`config.mk`:
```
export PLATFORM = sky130hd
export DESIGN_NAME = serial_add_ctrl
export DESIGN_NICKNAME = d
export VERILOG_FILES = /design/src/rtl/serial_add_pkg.sv /design/src/rtl/fa_cell.sv /design/src/rtl/serial_add_ctrl.sv
export SDC_FILE = /design/constraint.sdc
export NUM_CORES = 1
export LEC_CHECK = 0
export CAP_MARGIN = 20
export CORE_MARGIN = 2
export CORE_UTILIZATION = 48
export CTS_BUF_LIST = sky130_fd_sc_hd__clkbuf_16
export DETAILED_ROUTE_END_ITERATION = 16
export DONT_BUFFER_PORTS = 1
export PLACE_DENSITY = 0.61
export SYNTH_ARGS = -nofsm -noshare
export SYNTH_HDL_FRONTEND = slang
export SYNTH_SLANG_ARGS = --single-unit
```
`constraint.sdc`:
```
create_clock -name clk -period 1.95 [get_ports clk]
set_input_delay 0.2925 -clock clk [delete_from_list [all_inputs] [get_ports clk]]
set_output_delay 0.2925 -clock clk [all_outputs]
set_load 0.03 [all_outputs]
```
`src/rtl/serial_add_pkg.sv`:
```
// Shared types and helpers for the bit-serial adder controller.
package serial_add_pkg;

  typedef enum logic [1:0] {
    StIdle = 2'd0,
    StRun  = 2'd1,
    StDone = 2'd2
  } state_e;

  // Bit index counter width; never narrower than one bit.
  function automatic int unsigned cnt_width(input int unsigned width);
    return (width > 2) ? $clog2(width) : 1;
  endfunction

endpackage

```
`src/rtl/fa_cell.sv`:
```
// Single 1-bit full adder cell, shared by every bit position of the serial adder.
module fa_cell (
  input  logic a,
  input  logic b,
  input  logic c,
  output logic sum,
  output logic carry
);

  assign sum   = a ^ b ^ c;
  assign carry = (a & b) | (a & c) | (b & c);

endmodule

```
`src/rtl/serial_add_ctrl.sv`:
```
// Bit-serial adder: one full-adder cell sequenced over WIDTH cycles, with
// ready/valid handshakes on the operand and result sides.
module serial_add_ctrl
  import serial_add_pkg::*;
#(
  parameter int unsigned WIDTH = 8
) (
  input  logic             clk,
  input  logic             rst,
  input  logic             in_valid,
  output logic             in_ready,
  input  logic [WIDTH-1:0] a,
  input  logic [WIDTH-1:0] b,
  input  logic             cin,
  output logic             out_valid,
  input  logic             out_ready,
  output logic [WIDTH-1:0] sum,
  output logic             cout,
  output logic             ovf,
  output logic             busy
);

  localparam int unsigned CntW = cnt_width(WIDTH);
  localparam logic [CntW-1:0] CntLast = CntW'(WIDTH - 1);

  state_e           state_q, state_d;
  logic [WIDTH-1:0] sha_q, shb_q, res_q;
  logic [CntW-1:0]  cnt_q;
  logic             carry_q, cout_q, ovf_q;
  logic             cell_sum, cell_carry;

  fa_cell u_fa_cell (
    .a     (sha_q[0]),
    .b     (shb_q[0]),
    .c     (carry_q),
    .sum   (cell_sum),
    .carry (cell_carry)
  );

  always_ff @(posedge clk) begin
    if (rst) begin
      state_q <= StIdle;
    end else begin
      state_q <= state_d;
    end
  end

  always_comb begin
    state_d = state_q;
    case (state_q)
      StIdle:  if (in_valid) state_d = StRun;
      StRun:   if (cnt_q == CntLast) state_d = StDone;
      StDone:  if (out_ready) state_d = StIdle;
      default: state_d = StIdle;
    endcase
  end

  always_comb begin
    in_ready  = (state_q == StIdle);
    out_valid = (state_q == StDone);
    busy      = (state_q == StRun) || (state_q == StDone);
    sum       = res_q;
    cout      = cout_q;
    ovf       = ovf_q;
  end

  always_ff @(posedge clk) begin
    if (rst) begin
      sha_q   <= '0;
      shb_q   <= '0;
      res_q   <= '0;
      cnt_q   <= '0;
      carry_q <= 1'b0;
      cout_q  <= 1'b0;
      ovf_q   <= 1'b0;
    end else begin
      case (state_q)
        StIdle: begin
          if (in_valid) begin
            sha_q   <= a;
            shb_q   <= b;
            carry_q <= cin;
            cnt_q   <= '0;
          end
        end
        StRun: begin
          sha_q   <= sha_q >> 1;
          shb_q   <= shb_q >> 1;
          res_q   <= {cell_sum, res_q[WIDTH-1:1]};
          carry_q <= cell_carry;
          cnt_q   <= cnt_q + CntW'(1);
          // On the MSB, carry_q is the carry into bit WIDTH-1.
          if (cnt_q == CntLast) begin
            cout_q <= cell_carry;
            ovf_q  <= carry_q ^ cell_carry;
          end
        end
        default: ;
      endcase
    end
  end

endmodule

```
**I/O nets highlighted**

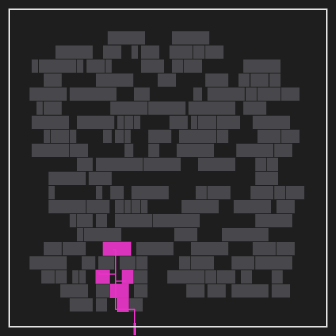
port	color	direction	edge	end cells	buffers	wire
`in_valid`	magenta	input	south	5	0	24.0 um

**Local utilization**

6 x 6 tiles, from white (low) to dark blue (high), 0 to 100% covered.
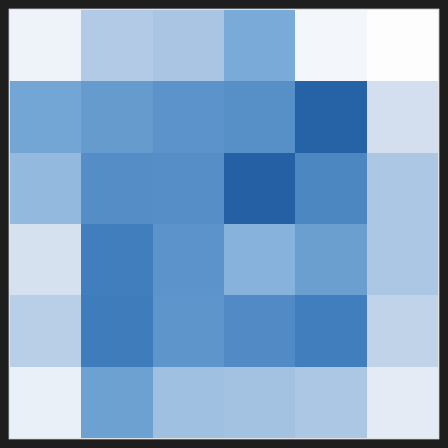
tiles over 75% full	5.6%
fullest tile	81%
nearly empty tiles	2.8%
core footprint: 3080 um2
initial standard-cell utilization of the core: 51.0%
Finished Core Util: 55.2%

==> reports/qor.rpt <==
POWER
----------------------------------------------------------------------------------
Internal power                                                             1540 uW
Combinational group share of total power                                     31.6%
Comb. pwr                                                                   722 uW
Share of power burned in the clock network                                   30.7%
Fraction of power spent switching nets                                       32.8%

GRT
----------------------------------------------------------------------------------
Global-route usage over all layers                                           16.7%
Vias in the first global route                                                 986
First-pass GRT wire length                                                 4460 um
Largest net degree at the start of global routing                               35

CELLS AND AREA
----------------------------------------------------------------------------------
Top cell class by occupied area                                       multi-input combinational cells
Clock network area share                                                     7.87%
Area of the multi-input gates                                              837 um2
Clock buffer instance count of the final layout                                  5
Dominant logic cell types in the final layout                         dfxtp_1, mux2i_1, nor2_2, a211oi_2, nor2_1
P&R area growth vs syn                                                       8.37%
Logic Gate Count                                                                99
Flip-flop and latch share of the layout cell area                            37.7%
Final non-clock buffer share                                                 1.32%
Share of final-layout standard cells stronger than drive strength 1          28.5%
Top cell excl fill/tap                                                     dfxtp_1
Fin area                                                                  1700 um2
Count of non-CTS buffers in the layout                                           3

SETUP PATH
----------------------------------------------------------------------------------
CP Cell Sequence                                                      inv_1 > ha_1 > buf_4 > or2b_1 > a31oi_1 > a311oi_1
WP buf/inv                                                                       2
Count of cell instances traversed by the critical path                           6
Largest stage delay, worst path                                             350 ps
Setup crit start                                                        state_q[0]
Maximum net fanout on the critical path                                          7
Endpoint of the worst register-to-register path                         state_q[1]
CP Data Arrival Time                                                       1790 ps
Kind of launch point of the worst setup path                                  flop
Setup Crit Path Kind                                                  flop to flop
Depth of the worst register-to-register path                                     6

CLOCK NETWORK
----------------------------------------------------------------------------------
TritonCTS clock tree                                                          done
Post-CTS Hold Fix Bufs                                                           0
CTS clock-pin slew for the worst setup and hold paths                        50 ps
Setup bufs post-CTS                                                              0
Clock latency at the later pin of the worst-skew pair                       270 ps
Number of H-tree levels                                                          2
Number of cells upsized or downsized after cts                                   0

YOSYS
----------------------------------------------------------------------------------
Count of different cell masters after synthesis                                 28
Adder Area Share                                                             5.26%
Yosys reg bits                                                                  32
Post-synthesis compound-gate area fraction                                   16.7%
Chip area in the Yosys report                                             1570 um2
Top area cell types                                                   dfxtp_1, mux2i_1, a211oi_2
Average size of a mapped cell                                             10.8 um2
Xor+xnor area frac                                                          0.558%
Proportion of synthesized area in mux cells                                  16.9%
Gate Count Post-Synth                                                          145
Count leader, synth                                                        dfxtp_1
Cell count listed in synth_stat.txt                                            145
Simple-gate area share of the yosys netlist                                  13.7%
Dominant kind of combinational cell                                   multiplexers
Post-synth EDFFs                                                                 0

STA
----------------------------------------------------------------------------------
Period utilization                                                           82.7%
Post-layout worst setup margin                                              337 ps
Worst relative slew slack                                                    68.3%
Min Clock Period, post-route                                               1610 ps
Worst Max-Slew Pin Slew                                                     475 ps
Slew Viols, Final                                                                0
Setup violators final                                                            0
Upper clock frequency limit                                              0.620 GHz
Summed negative setup slack over all endpoints                                0 ps
Number of hold-slack violations in the final timing report                       0

HOLD PATH
----------------------------------------------------------------------------------
Worst-case hold path end point                                            sha_q[3]
WHS Path Cells                                                                   1
Startpoint of the lowest-slack hold path                                       rst

ROUTING
----------------------------------------------------------------------------------
Vias per inst                                                                 5.39
Highest Signal Layer                                                          met4
Tally of nets with antenna violations remaining after routing                    0

PLACED DESIGN
----------------------------------------------------------------------------------
Port Buffer Count                                                                0
Cell area reported after detailed placement                               1570 um2
Total placed cells including tap cells                                         181
Final Wtd Congestion                                                         0.868
Minimum setup slack after placement                                         343 ps

RUN STATUS
----------------------------------------------------------------------------------
Result of the run                                                     finished clean

RUN
----------------------------------------------------------------------------------
Max-cap viol count                                                               0

FLOORPLANNING
----------------------------------------------------------------------------------
Overall die height                                                         61.2 um

**Track usage over the die**

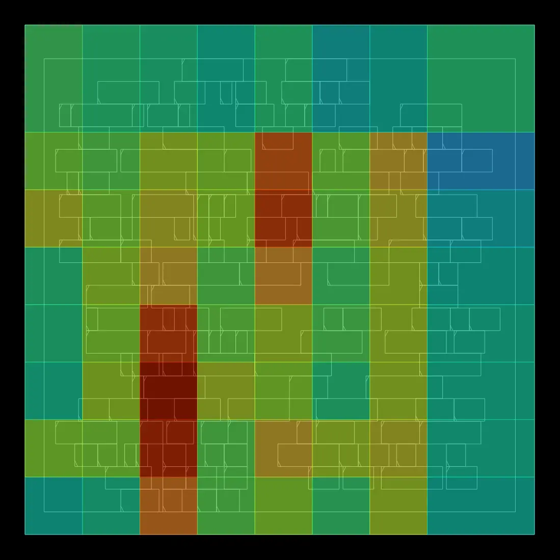
global route hottest layer: met2
GR Util met2: 26.3%
global-route met3 utilization: 8.19%
GR Layer Usage met1: 18.6%
drt wl/cell: 14.0 um

**Signal wires on met1**

Supply wires on this layer in gray.
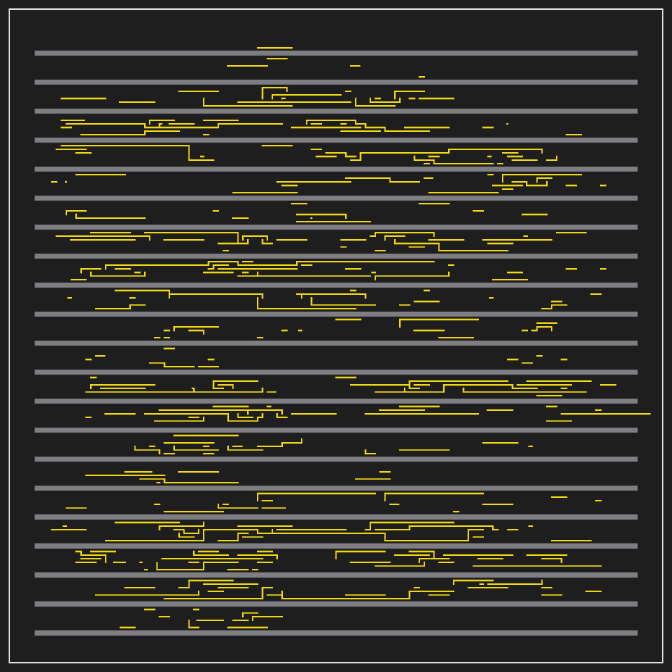
wire length on this layer	1,130 um
main direction	horizontal
vias post-DR: 1,013
Total Wirelength: 2640 um

Power figures rest on the tool's default switching activity, not on a simulated workload.
